`config.mk`:
```
export PLATFORM = sky130hd
export DESIGN_NAME = serial_pattern_tx
export DESIGN_NICKNAME = d
export VERILOG_FILES = /design/src/rtl/serial_pattern_pkg.sv /design/src/rtl/serial_pattern_tx_shifter.sv /design/src/rtl/serial_pattern_tx.sv
export SDC_FILE = /design/constraint.sdc
export NUM_CORES = 1
export LEC_CHECK = 0
export CORE_MARGIN = 4
export CORE_UTILIZATION = 55
export CTS_BUF_LIST = sky130_fd_sc_hd__clkbuf_4
export DETAILED_ROUTE_END_ITERATION = 8
export GPL_TIMING_DRIVEN = 0
export PLACE_DENSITY = 0.83
export SKIP_LAST_GASP = 1
export SYNTH_ARGS = -nofsm -noshare
export SYNTH_HDL_FRONTEND = slang
export SYNTH_SLANG_ARGS = --single-unit
```
`constraint.sdc`:
```
create_clock -name clk -period 2.8 [get_ports clk]
set_input_delay 0.56 -clock clk [delete_from_list [all_inputs] [get_ports clk]]
set_output_delay 0.56 -clock clk [all_outputs]
set_load 0.1 [all_outputs]
```
`src/rtl/serial_pattern_pkg.sv`:
```
// Shared definitions for the serial pattern transmitter: FSM state codes and
// parameter defaults used by the top module and the shifter.
package serial_pattern_pkg;

  localparam logic [1:0] ST_IDLE  = 2'b00;
  localparam logic [1:0] ST_SHIFT = 2'b01;
  localparam logic [1:0] ST_GAP   = 2'b10;
  localparam logic [1:0] ST_DONE  = 2'b11;

  localparam int WIDTH_DEFAULT      = 8;
  localparam int GAP_CYCLES_DEFAULT = 2;

endpackage : serial_pattern_pkg

```
`src/rtl/serial_pattern_tx_shifter.sv`:
```
// MSB-first shift register for the serial pattern transmitter; load takes
// priority over shift so a word reload on the last bit starts cleanly.
module tx_shifter
  import serial_pattern_pkg::*;
#(
  parameter int WIDTH = WIDTH_DEFAULT
) (
  input  logic             clk,
  input  logic             reset_n,
  input  logic             load,
  input  logic             shift,
  input  logic [WIDTH-1:0] din,
  output logic             msb
);

  logic [WIDTH-1:0] sreg;

  // NOTE: sequential state uses non-blocking assignments only, so every flop
  // samples the pre-edge values regardless of block ordering.
  always_ff @(posedge clk or negedge reset_n) begin
    if (!reset_n) begin
      sreg <= '0;
    end else if (load) begin
      sreg <= din;
    end else if (shift) begin
      sreg <= {sreg[WIDTH-2:0], 1'b0};
    end
  end

  assign msb = sreg[WIDTH-1];

endmodule : tx_shifter

```
`src/rtl/serial_pattern_tx.sv`:
```
// Serial pattern transmitter: sends a WIDTH-bit word MSB first rep+1 times,
// separated by GAP_CYCLES idle-low cycles, with a one-cycle done pulse.
module serial_pattern_tx
  import serial_pattern_pkg::*;
#(
  parameter int WIDTH      = WIDTH_DEFAULT,
  parameter int GAP_CYCLES = GAP_CYCLES_DEFAULT
) (
  input  logic             clk,
  input  logic             reset_n,
  input  logic             start,
  input  logic [WIDTH-1:0] data,
  input  logic [1:0]       rep,
  input  logic             abort,
  output logic             out,
  output logic             busy,
  output logic             done
);

  localparam int               CNT_W    = (WIDTH > 1) ? $clog2(WIDTH) : 1;
  localparam logic [CNT_W-1:0] BIT_LAST = CNT_W'(WIDTH - 1);
  localparam logic [3:0]       GAP_LAST = (GAP_CYCLES > 0) ? 4'(GAP_CYCLES - 1) : 4'd0;

  logic [1:0]       state;
  logic [1:0]       state_nxt;
  logic [WIDTH-1:0] shadow_data;
  logic [1:0]       rep_left;
  logic [CNT_W-1:0] bit_cnt;
  logic [3:0]       gap_cnt;
  logic             load;
  logic             shift;
  logic [WIDTH-1:0] load_data;
  logic             msb;

  // NOTE: every signal driven here gets a default first, so no path leaves a
  // value unassigned and no latch is inferred.
  always_comb begin
    state_nxt = state;
    load      = 1'b0;
    shift     = 1'b0;
    load_data = shadow_data;
    case (state)
      ST_IDLE: begin
        if (start) begin
          state_nxt = ST_SHIFT;
          load      = 1'b1;
          load_data = data;
        end
      end
      ST_SHIFT: begin
        shift = 1'b1;
        if (bit_cnt == BIT_LAST) begin
          if (rep_left != 2'd0) begin
            // Reload the captured word for the next repeat.
            load      = 1'b1;
            state_nxt = (GAP_CYCLES == 0) ? ST_SHIFT : ST_GAP;
          end else begin
            state_nxt = ST_DONE;
          end
        end
      end
      ST_GAP: begin
        if (gap_cnt == GAP_LAST) state_nxt = ST_SHIFT;
      end
      ST_DONE: state_nxt = ST_IDLE;
      default: state_nxt = ST_IDLE;
    endcase
    // Abort overrides everything, including a coincident start in IDLE.
    if (abort) begin
      state_nxt = ST_IDLE;
      load      = 1'b0;
      shift     = 1'b0;
    end
  end

  always_ff @(posedge clk or negedge reset_n) begin
    if (!reset_n) begin
      state       <= ST_IDLE;
      shadow_data <= '0;
      rep_left    <= 2'd0;
      bit_cnt     <= '0;
      gap_cnt     <= 4'd0;
    end else begin
      state <= state_nxt;
      if (abort) begin
        rep_left <= 2'd0;
        bit_cnt  <= '0;
        gap_cnt  <= 4'd0;
      end else begin
        case (state)
          ST_IDLE: begin
            if (start) begin
              shadow_data <= data;
              rep_left    <= rep;
              bit_cnt     <= '0;
              gap_cnt     <= 4'd0;
            end
          end
          ST_SHIFT: begin
            if (bit_cnt == BIT_LAST) begin
              bit_cnt <= '0;
              if (rep_left != 2'd0) rep_left <= rep_left - 2'd1;
            end else begin
              bit_cnt <= bit_cnt + 1'b1;
            end
          end
          ST_GAP: begin
            gap_cnt <= (gap_cnt == GAP_LAST) ? 4'd0 : gap_cnt + 4'd1;
          end
          default: ;
        endcase
      end
    end
  end

  tx_shifter #(.WIDTH(WIDTH)) u_shifter (
    .clk     (clk),
    .reset_n (reset_n),
    .load    (load),
    .shift   (shift),
    .din     (load_data),
    .msb     (msb)
  );

  // Outputs decode from registered state, so reset clears them immediately.
  assign out  = (state == ST_SHIFT) & msb;
  assign busy = (state == ST_SHIFT) || (state == ST_GAP);
  assign done = (state == ST_DONE);

endmodule : serial_pattern_tx
```
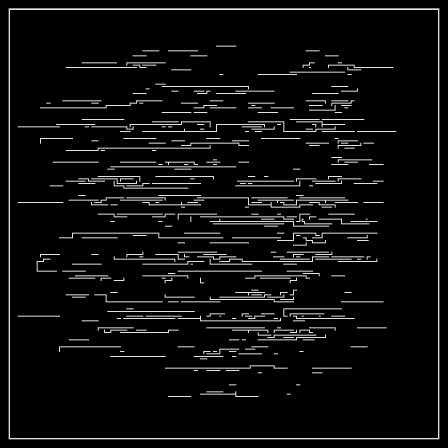
**Above:** M1 wires.
- main direction: horizontal
- longest straight run: 17.9 µm

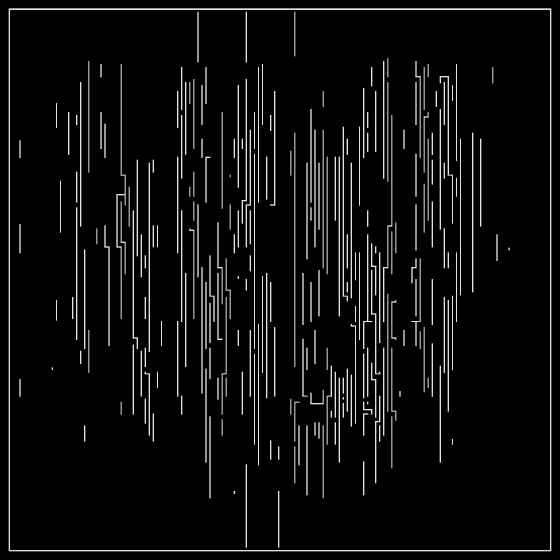
**Above:** M2 wires.
- main direction: vertical
- wire length on this layer: 1520 µm
- share of all routed wire: 50%
- nets with wire on the layer: 166
total number of vias: 1145
GR met2 Demand/Resource: 33.1%
wirelength, routed: 3030 µm

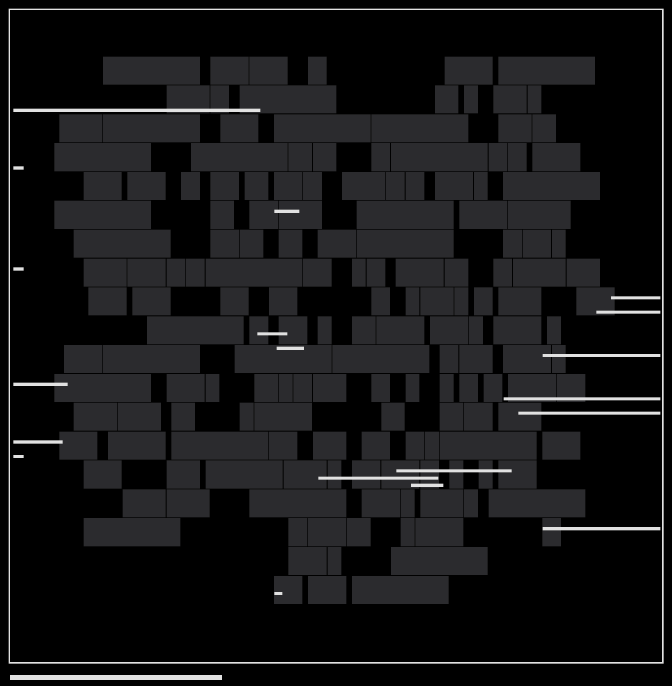
**Above:** signal wires on met3.
The bar under the picture is 20 µm long.
- wire length on this layer: 125 µm
- main direction: horizontal
- share of all routed wire: 4.1%

==> results.txt <==
Update from the flow run.

The run finished with clean final reports. The area taken by multi-input combinational cells is reported as 793 µm². The net switching power is ~0.00046 W. The switching share of power is 37.2%. At the end of routability-driven placement, the weighted congestion stood at 0.827. The worst setup path is of the register to output pin kind.

The uppermost layer routed is met4. The post-route cell area is 1780 µm². The post-placement worst setup slack is about 160 ps. After synthesis the cells add up to about 1600 µm².

The antenna diode count is 0. The largest single stage delay on the critical path is 1130 ps. For this run, the post-layout net count is 189. Across all hold checks on the routed design, the worst slack comes to approximately 200 ps. The timing report notes that buffer and inverter cells on the critical path total 1. The relative area of clock buffers and inverters in the final design is under 10%. The non-filler instance count after layout is 196. Among all cell classes, the greatest summed area belongs to multi-input combinational cells. After clock tree synthesis, the flow added hold-fix buffers numbering 0. The setup-violating endpoint count in the final report is 0.

Summed over all instances, the cell type with the most area after synthesis is sky130_fd_sc_hd__dfrtp_1. For the worst flop-to-flop path, the logic depth is 7. The multi-input combinational gate total is around 100. Per the CTS log, the root buffer master is sky130_fd_sc_hd__clkbuf_4. In the final timing run, aggregate negative setup slack is 0 ps. The longest clock path from root to sink contains 2 buffers.

The floorplan has 19 rows. Setup repair after global routing left no endpoint under its margin. Walking the worst path, the cells encountered are ha_1, clkdlybuf4s50_1. After synthesis, the mean cell area works out to between 10 and 15 µm². In this run, post-CTS repair resized a total of 2 instances. The gate count of the mapped netlist is about 150. Looking at the power breakdown, combinational cells take roughly two fifths of the total. Global routing finished with a remaining overflow of 0. The dominant delay contributor by cell family on the critical path is buffers and inverters. During I/O placement, the number of pins put on the boundary was 17. The die footprint is 3780 µm². The critical path in the final layout is reported with a setup slack of 169 ps. The end of the worst register-to-register path is gap_cnt[1].

For this run, design rule violations remaining after detail routing come to 0. The final critical-path required period is 2630 ps. Per the post-CTS timing run, clock transition at the registers of the reported paths is roughly 150 ps.

The wire length the detailed router placed on met1 is approximately 1300 µm. The detailed-placement wirelength estimate is about 2300 µm. According to the CTS report, the clock sink count is 27. The biggest fanout along the worst timing path is 3.

The required time of the worst setup path is 2240 ps. The total combinational power is 0.000502 W. The count of flip-flops with a built-in enable after synthesis is 0.

The number of antenna violations at the first check in global routing is 0. The synthesized design contains 27 register bits. The number of buffers added on ports is 15.

Per the layout report, the design carries 3 clock buffers. The detailed router's first-iteration violation count is ~69. The depth of the CTS H-tree is 1.

The share of the final layout cell area in multi-input gates is 44.6%. The logs give a warning total of 30. The core footprint is about 2700 µm².

The insertion delay at the late pin of the worst-skew pair is around 340 ps. The power dissipated in the clock network is roughly 0.00018 W. The non-clock buffer count in the final layout is 21.

The buffer share of cell area is between 10% and 20%. The post-detailed-route via-to-cell ratio is between 5 and 6. The final tally of hold violations is 0. The share of flip-flops with an asynchronous set or reset after synthesis is 100%.

Leaving out the clock tree, the finished layout contains an inverter count of 11. The stat command in Yosys gives a chip area of approximately 1600 µm². The class of the worst hold path is primary input to async pin. The power report puts the leakage power at between 0.7 and 0.8 nW. In the Yosys report the total cell count is 146. The top cell type by area accounts for a little over two fifths of the synthesized area. The post-CTS setup buffer count is 0. The worst setup path is captured at an output pin.

The group that draws the most power in this run is sequential cells. In the finished design the tool counted flip-flops and latches totalling 27. The slowest stage cell on the critical path is sky130_fd_sc_hd__clkdlybuf4s50_1.

The main area contributors are sky130_fd_sc_hd__dfrtp_1 (43%), sky130_fd_sc_hd__ha_1 (7.2%), sky130_fd_sc_hd__mux2_2 (6.4%). The startpoint of the worst-slack reg-to-reg timing path is state[0]. The largest net degree at the start of global routing is 28.

STA classifies the critical path startpoint as a register. The number of well-tap cells placed is 31. The setup clock skew after layout is 3.86 ps. In the floorplan report the effective utilization is between 50 and 60%. Of the total power, the clock network draws between 10 and 15%. The sequential fraction of the synthesis area is a little over two fifths. The placed instances occupy a cell area of ~1800 µm². In the final layout, the fill cell count is about 230.

Among all cell types in the netlist, the one instantiated most often is sky130_fd_sc_hd__dfrtp_1. At the worst endpoint, the arrival time is roughly 2100 ps. The fmax is around 380 MHz. The post-detailed-route count of antenna-violating nets is 0. The wire length of the first global-routing pass is between 5000 and 6000 µm.

The normalized max-slew margin is about 36%. Detailed routing placed a total of approximately 1500 µm of wire on met2. TritonCTS built the clock tree.

The height of the die is approximately 60 µm. The final period utilization is a little over nine tenths. Warnings reported by Yosys during synthesis add up to 0.

The minimum setup slack among reg-to-reg paths is ~1000 ps. The width of the die is approximately 61 µm. The first TritonRoute pass finished after 4 iterations. The via count of the first global-routing pass is 1232.
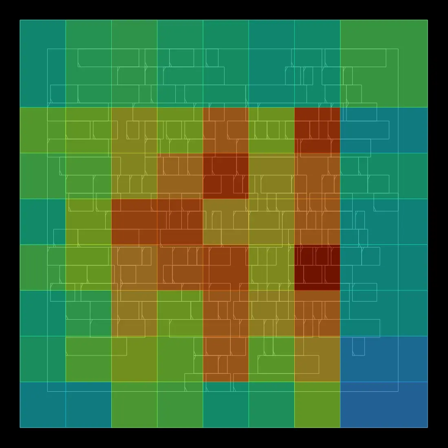
**Above:** track usage over the die.
met1 Use GR: 23.3%
routed length per placed instance: 15.4 µm
Post-Route Utilization: 65.1%
routing layer with the top usage in global route: met2
Tot GR Track Use: 19.3%

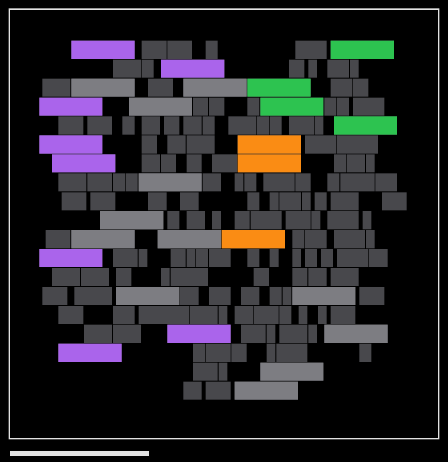
**Above:** where the registers sit.
The bar under the picture is 20 µm long. Other sequential cells in the stronger grey, the rest of the logic in the fainter grey.
- shadow_data: purple (placed flops 8)
- gap_cnt: green (placed flops 4; where north-east)
- bit_cnt: orange (placed flops 3)
- not coloured: 12
sequential logic power: 0.000555 W
Sequential Area: 676 µm²
fraction of area in registers: 37.9%

-- cells by family after synthesis --
group / share of synthesized area (%)
AND-OR/OR-AND: 16.3
adder cells (fa/ha/maj): 7.16
buffers and inverters: 6.60
flip-flops: 43.0
multiplexers: 12.5
AND/OR/NAND/NOR: 14.5
-- state kept, by name, indices dropped and copies added, names as in the netlist --
name            cells
u_shifter.sreg      8
gap_cnt             4
rep_left            2
shadow_data         8
state               2
bit_cnt             3
-- worst max path at each step --
stage                     endpoint  startpoint  cells after the start
after floorplan                out    state[1]                      4
after global placement         out    state[1]                      5
after detailed placement       out    state[1]                      5
after CTS                      out    state[1]                      5
after global routing          done    state[1]                      2
final                         done    state[1]                      2
Power figures rest on the tool's default switching activity, not on a simulated workload.
